Fig. 1: cell outlines without signal wires
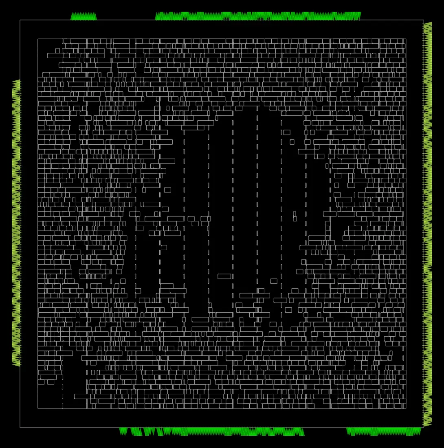
Fig. 2: signal wires on met1
(2 px per um) Supply wires on this layer in gray. Cells faint in the background.
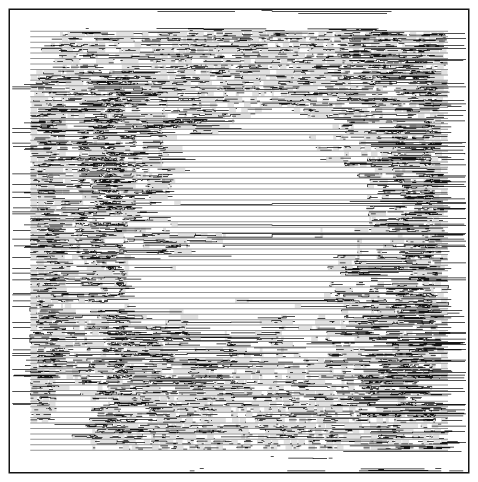
Fig. 3: I/O nets highlighted
(1 px per um)
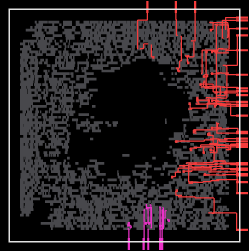
Fig. 4: cell area per tile
(1.5 px per um) The die is cut into 23 by 23 equal tiles; dark blue is low, red is high, 0 to 100% covered.
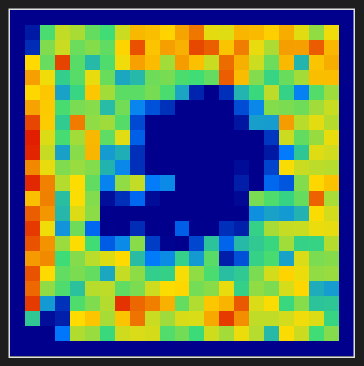
==> src/rtl/pipe_stage_regs.sv <==
// pipe_stage_regs: PC, IF/ID and ID/EX pipeline registers of the RV32I core.
// Obeys stall/flush controls, forwards EX operands, feeds back E indices.
//
// Ports:
//   clk, rst_n                 clock, asynchronous active-low reset
//   stallF, stallD             hold PC / hold IF/ID
//   flushD, flushE             bubble IF/ID / bubble ID/EX
//   PCSrcE, PCTargetE          redirect resolved in EX
//   InstrF -> InstrD, PCD, PCPlus4D, validD, PCF
//   CtrlD, RD1D, RD2D, ImmExtD, RS1D, RS2D, RdD -> E registers
//   ForwardAE/BE, ALUResultM, ResultW -> SrcAE, WriteDataE (combinational)
module pipe_stage_regs #(
    parameter logic [31:0] RESET_PC  = 32'h0000_0000,
    parameter int          CTRL_W    = 10,
    parameter logic [31:0] NOP_INSTR = 32'h0000_0013
) (
    input  logic              clk,
    input  logic              rst_n,
    input  logic              stallF,
    input  logic              stallD,
    input  logic              flushD,
    input  logic              flushE,
    input  logic              PCSrcE,
    input  logic [31:0]       PCTargetE,
    input  logic [31:0]       InstrF,
    output logic [31:0]       PCF,
    output logic [31:0]       InstrD,
    output logic [31:0]       PCD,
    output logic [31:0]       PCPlus4D,
    output logic              validD,
    output logic              validE,
    input  logic [CTRL_W-1:0] CtrlD,
    input  logic [31:0]       RD1D,
    input  logic [31:0]       RD2D,
    input  logic [31:0]       ImmExtD,
    input  logic [4:0]        RS1D,
    input  logic [4:0]        RS2D,
    input  logic [4:0]        RdD,
    output logic [CTRL_W-1:0] CtrlE,
    output logic [4:0]        RS1E,
    output logic [4:0]        RS2E,
    output logic [4:0]        RDE,
    output logic              ResultSrcE,
    output logic [31:0]       PCE,
    output logic [31:0]       PCPlus4E,
    output logic [31:0]       ImmExtE,
    input  logic [1:0]        ForwardAE,
    input  logic [1:0]        ForwardBE,
    input  logic [31:0]       ALUResultM,
    input  logic [31:0]       ResultW,
    output logic [31:0]       SrcAE,
    output logic [31:0]       WriteDataE
);

    logic [31:0]       pcf_d, pcf_q;
    logic [31:0]       instrd_d, instrd_q;
    logic [31:0]       pcd_d, pcd_q;
    logic [31:0]       pc4d_d, pc4d_q;
    logic              validd_d, validd_q;

    logic [CTRL_W-1:0] ctrle_d, ctrle_q;
    logic [31:0]       rd1e_d, rd1e_q;
    logic [31:0]       rd2e_d, rd2e_q;
    logic [31:0]       imme_d, imme_q;
    logic [31:0]       pce_d, pce_q;
    logic [31:0]       pc4e_d, pc4e_q;
    logic [4:0]        rs1e_d, rs1e_q;
    logic [4:0]        rs2e_d, rs2e_q;
    logic [4:0]        rde_d, rde_q;
    logic              valide_d, valide_q;

    logic [31:0]       pcf_plus4;

    assign pcf_plus4 = pcf_q + 32'd4;

    // A redirect must win over a fetch stall, or a taken branch in EX
    // would be lost while a load-use stall is in progress.
    always_comb begin
        pcf_d = pcf_q;
        if (PCSrcE) begin
            pcf_d = PCTargetE;
        end else if (!stallF) begin
            pcf_d = pcf_plus4;
        end
    end

    always_comb begin
        instrd_d = instrd_q;
        pcd_d    = pcd_q;
        pc4d_d   = pc4d_q;
        validd_d = validd_q;
        if (flushD) begin
            instrd_d = NOP_INSTR;
            pcd_d    = '0;
            pc4d_d   = '0;
            validd_d = 1'b0;
        end else if (!stallD) begin
            instrd_d = InstrF;
            pcd_d    = pcf_q;
            pc4d_d   = pcf_plus4;
            validd_d = 1'b1;
        end
    end

    // E has no stall: it either loads or bubbles.  A bubble zeroes the
    // control bundle so RegWrite/ResultSrc cannot trigger forwarding or
    // a spurious load-use stall.
    always_comb begin
        ctrle_d  = CtrlD;
        rd1e_d   = RD1D;
        rd2e_d   = RD2D;
        imme_d   = ImmExtD;
        pce_d    = pcd_q;
        pc4e_d   = pc4d_q;
        rs1e_d   = RS1D;
        rs2e_d   = RS2D;
        rde_d    = RdD;
        valide_d = validd_q;
        if (flushE) begin
            ctrle_d  = '0;
            rd1e_d   = '0;
            rd2e_d   = '0;
            imme_d   = '0;
            pce_d    = '0;
            pc4e_d   = '0;
            rs1e_d   = '0;
            rs2e_d   = '0;
            rde_d    = '0;
            valide_d = 1'b0;
        end
    end

    always_ff @(posedge clk or negedge rst_n) begin
        if (!rst_n) begin
            pcf_q    <= RESET_PC;
            instrd_q <= NOP_INSTR;
            pcd_q    <= '0;
            pc4d_q   <= '0;
            validd_q <= 1'b0;
            ctrle_q  <= '0;
            rd1e_q   <= '0;
            rd2e_q   <= '0;
            imme_q   <= '0;
            pce_q    <= '0;
            pc4e_q   <= '0;
            rs1e_q   <= '0;
            rs2e_q   <= '0;
            rde_q    <= '0;
            valide_q <= 1'b0;
        end else begin
            pcf_q    <= pcf_d;
            instrd_q <= instrd_d;
            pcd_q    <= pcd_d;
            pc4d_q   <= pc4d_d;
            validd_q <= validd_d;
            ctrle_q  <= ctrle_d;
            rd1e_q   <= rd1e_d;
            rd2e_q   <= rd2e_d;
            imme_q   <= imme_d;
            pce_q    <= pce_d;
            pc4e_q   <= pc4e_d;
            rs1e_q   <= rs1e_d;
            rs2e_q   <= rs2e_d;
            rde_q    <= rde_d;
            valide_q <= valide_d;
        end
    end

    // Select 11 is illegal; it yields zero so the operand is never X.
    always_comb begin
        unique case (ForwardAE)
            2'b00:   SrcAE = rd1e_q;
            2'b01:   SrcAE = ResultW;
            2'b10:   SrcAE = ALUResultM;
            default: SrcAE = '0;
        endcase
    end

    always_comb begin
        unique case (ForwardBE)
            2'b00:   WriteDataE = rd2e_q;
            2'b01:   WriteDataE = ResultW;
            2'b10:   WriteDataE = ALUResultM;
            default: WriteDataE = '0;
        endcase
    end

    assign PCF        = pcf_q;
    assign InstrD     = instrd_q;
    assign PCD        = pcd_q;
    assign PCPlus4D   = pc4d_q;
    assign validD     = validd_q;
    assign validE     = valide_q;
    assign CtrlE      = ctrle_q;
    assign RS1E       = rs1e_q;
    assign RS2E       = rs2e_q;
    assign RDE        = rde_q;
    assign ResultSrcE = ctrle_q[0];
    assign PCE        = pce_q;
    assign PCPlus4E   = pc4e_q;
    assign ImmExtE    = imme_q;

endmodule
==> config.mk <==
export PLATFORM = sky130hd
export DESIGN_NAME = pipe_stage_regs
export DESIGN_NICKNAME = d
export VERILOG_FILES = /design/src/rtl/pipe_stage_regs.sv
export SDC_FILE = /design/constraint.sdc
export NUM_CORES = 1
export LEC_CHECK = 0
export CAP_MARGIN = 20
export CORE_AREA = 10 10 219 221
export CTS_BUF_LIST = sky130_fd_sc_hd__clkbuf_2
export CTS_CLUSTER_SIZE = 40
export DETAILED_ROUTE_END_ITERATION = 6
export DIE_AREA = 0 0 229 231
export HOLD_SLACK_MARGIN = 0.03
export PLACE_DENSITY = 0.65
export SKIP_LAST_GASP = 1
export SLEW_MARGIN = 20
export SYNTH_ARGS = -nofsm -noshare
export SYNTH_HDL_FRONTEND = slang
export SYNTH_SLANG_ARGS = --single-unit
==> constraint.sdc <==
create_clock -name clk -period 3.2 [get_ports clk]
set_input_delay 0.48 -clock clk [delete_from_list [all_inputs] [get_ports clk]]
set_output_delay 0.48 -clock clk [all_outputs]
set_load 0.01 [all_outputs]
==> impl_metrics.yaml <==
# implementation run metrics
floorplanning:
  fp-utilization_pct: 30.45
  die_y_um: 231
run:
  warning_count: 26
clock_network:
  clock_latency_ns: 1.09
  clk_path_buf_depth: 3
  path_clk_slew_ns: 0.09
logic_synthesis:
  top_cell: "dfrtp_1"
  synth_area_per_cell_sq_um: 10.81
  edf_count: 0
global_routing:
  grt_pass1_vias: 13550
  overflow: 0
finish:
  final_area_sq_mm: 0.02256
  lay_top_cells: "clkdlybuf4s50_1, dfrtp_1, dlygate4sd3_1"
final_timing:
  clock-skew-final_ns: 0.07626
  slew_headroom_pct: 28.74
place:
  gp_congestion: 0.9905
  dp_hpwl_um: 44750
power:
  power_leakage_nw: 9.813
outcome:
  outcome: "finished, final reports clean"
setup_path:
  cpMaxStageDelayCell: "clkdlybuf4s50_1"
-- Fig. 1 (at the start) --
Rows: 77
fillers: 3,935
non-filler cells, final: 2,664
sequential fraction of total cell area: 34.52%

-- Fig. 2 (at the start) --
- main direction: horizontal
- longest straight run: 126 um
- wire length on this layer: 24.0 mm

-- Fig. 3 (at the start) --
- magenta: RS2D (direction input; end cells 5; buffers 10; wire 252 um)
- red: RD1D (direction input; end cells 32; buffers 64; wire 2,150 um)
PortBufs: 575
# IOs: 576

-- Fig. 4 (at the start) --
- fullest tile: 97%
- emptiest ninth of the die: center
- nearly empty tiles: 29%
- mean over tiles: 41%
- tiles over 75% full: 17%

==> flip-flops by register name, summed over array words and instances, names as in the netlist <==
signal	flops
PCF	32
PCPlus4E	32
validE	1
InstrD	32
RS2E	5
rd2e_q	32
PCD	32
rd1e_q	32
CtrlE	10
RS1E	5
ImmExtE	32
RDE	5
PCPlus4D	30
PCE	30
validD	1
==> cells by family (layout without fill, tap and decap cells) <==
kind of cell,Yosys count,in the layout,synth area share [%]
other,0,2,0
AND/OR/NAND/NOR,484,484,19.12
flip-flops,311,311,58.45
XOR/XNOR,23,23,1.512
adder cells (fa/ha/maj),1,1,0.09392
buffers and inverters,123,961,3.720
AND-OR/OR-AND,161,161,7.383
multiplexers,129,129,9.713
==> per-stage QoR <==
step / hold WS (ns) / utilization [%]
floorplan: 0.1844 / -
global placement: 0.4890 / 45.25
detailed placement: 0.5018 / 45.25
CTS: 0.1057 / 51.56
global route: 0.1639 / 51.57
finish: 0.2716 / 51.57
==> worst paths after layout <==
| path | startpoint | end | slack (ns) |
|---|---|---|---|
| max in group asynchronous | rst_n | PCE[6] | 2.13 |
| min in group asynchronous | rst_n | PCF[25] | 0.59 |
| min reg2reg | PCD[8] | PCE[8] | 0.52 |
| max reg2reg | PCF[6] | PCPlus4D[29] | 0.66 |
| min | stallD | validD | 0.27 |
| max | rd1e_q[20] | SrcAE[20] | 0.18 |
==> area by class of cell <==
type | count | area, sq um | share of cell area (%)
Antenna cell | 2 | 5.005 | 0.02219
Tap cell | 592 | 740.7 | 3.284
Multi-Input combinational cell | 798 | 5044 | 22.36
Clock buffer | 127 | 635.6 | 2.818
Timing Repair Buffer | 801 | 8099 | 35.91
Sequential cell | 311 | 7786 | 34.52
Inverter | 14 | 52.55 | 0.2330
Clock inverter | 19 | 192.7 | 0.8543
==> power breakdown <==
group	switching [mW]	total, mW	leakage, nW	internal, mW
sequential	0.201	4.36	4.04	4.16
combinational	0.938	2.10	5.15	1.16
clock	1.77	3.15	0.618	1.38
==> timing repair <==
action                    4_1_cts  5_1_grt
hold buffers                  191        0
hold endpoints to repair      597        0
setup buffers                   0        0
==> layer usage <==
| metal | GRT usage [%] | up-vias | routed length (um) |
|---|---|---|---|
| met5 | 0 | - | 23 |
| met4 | 8.235 | 4 | 1694 |
| met3 | 8.033 | 92 | 5312 |
| met2 | 38.67 | 558 | 30290 |
| met1 | 25.77 | 6094 | 23970 |
| li1 | - | 5769 | - |
==> worst max-delay path: cells and delay by family, from the launching register on <==
family,cells,cell delay (ns)
flops,1,0.33
mux,1,0.06
buf+inv,1,0.67
compound gates,1,0.42
Power is estimated from default activity; no workload was simulated.
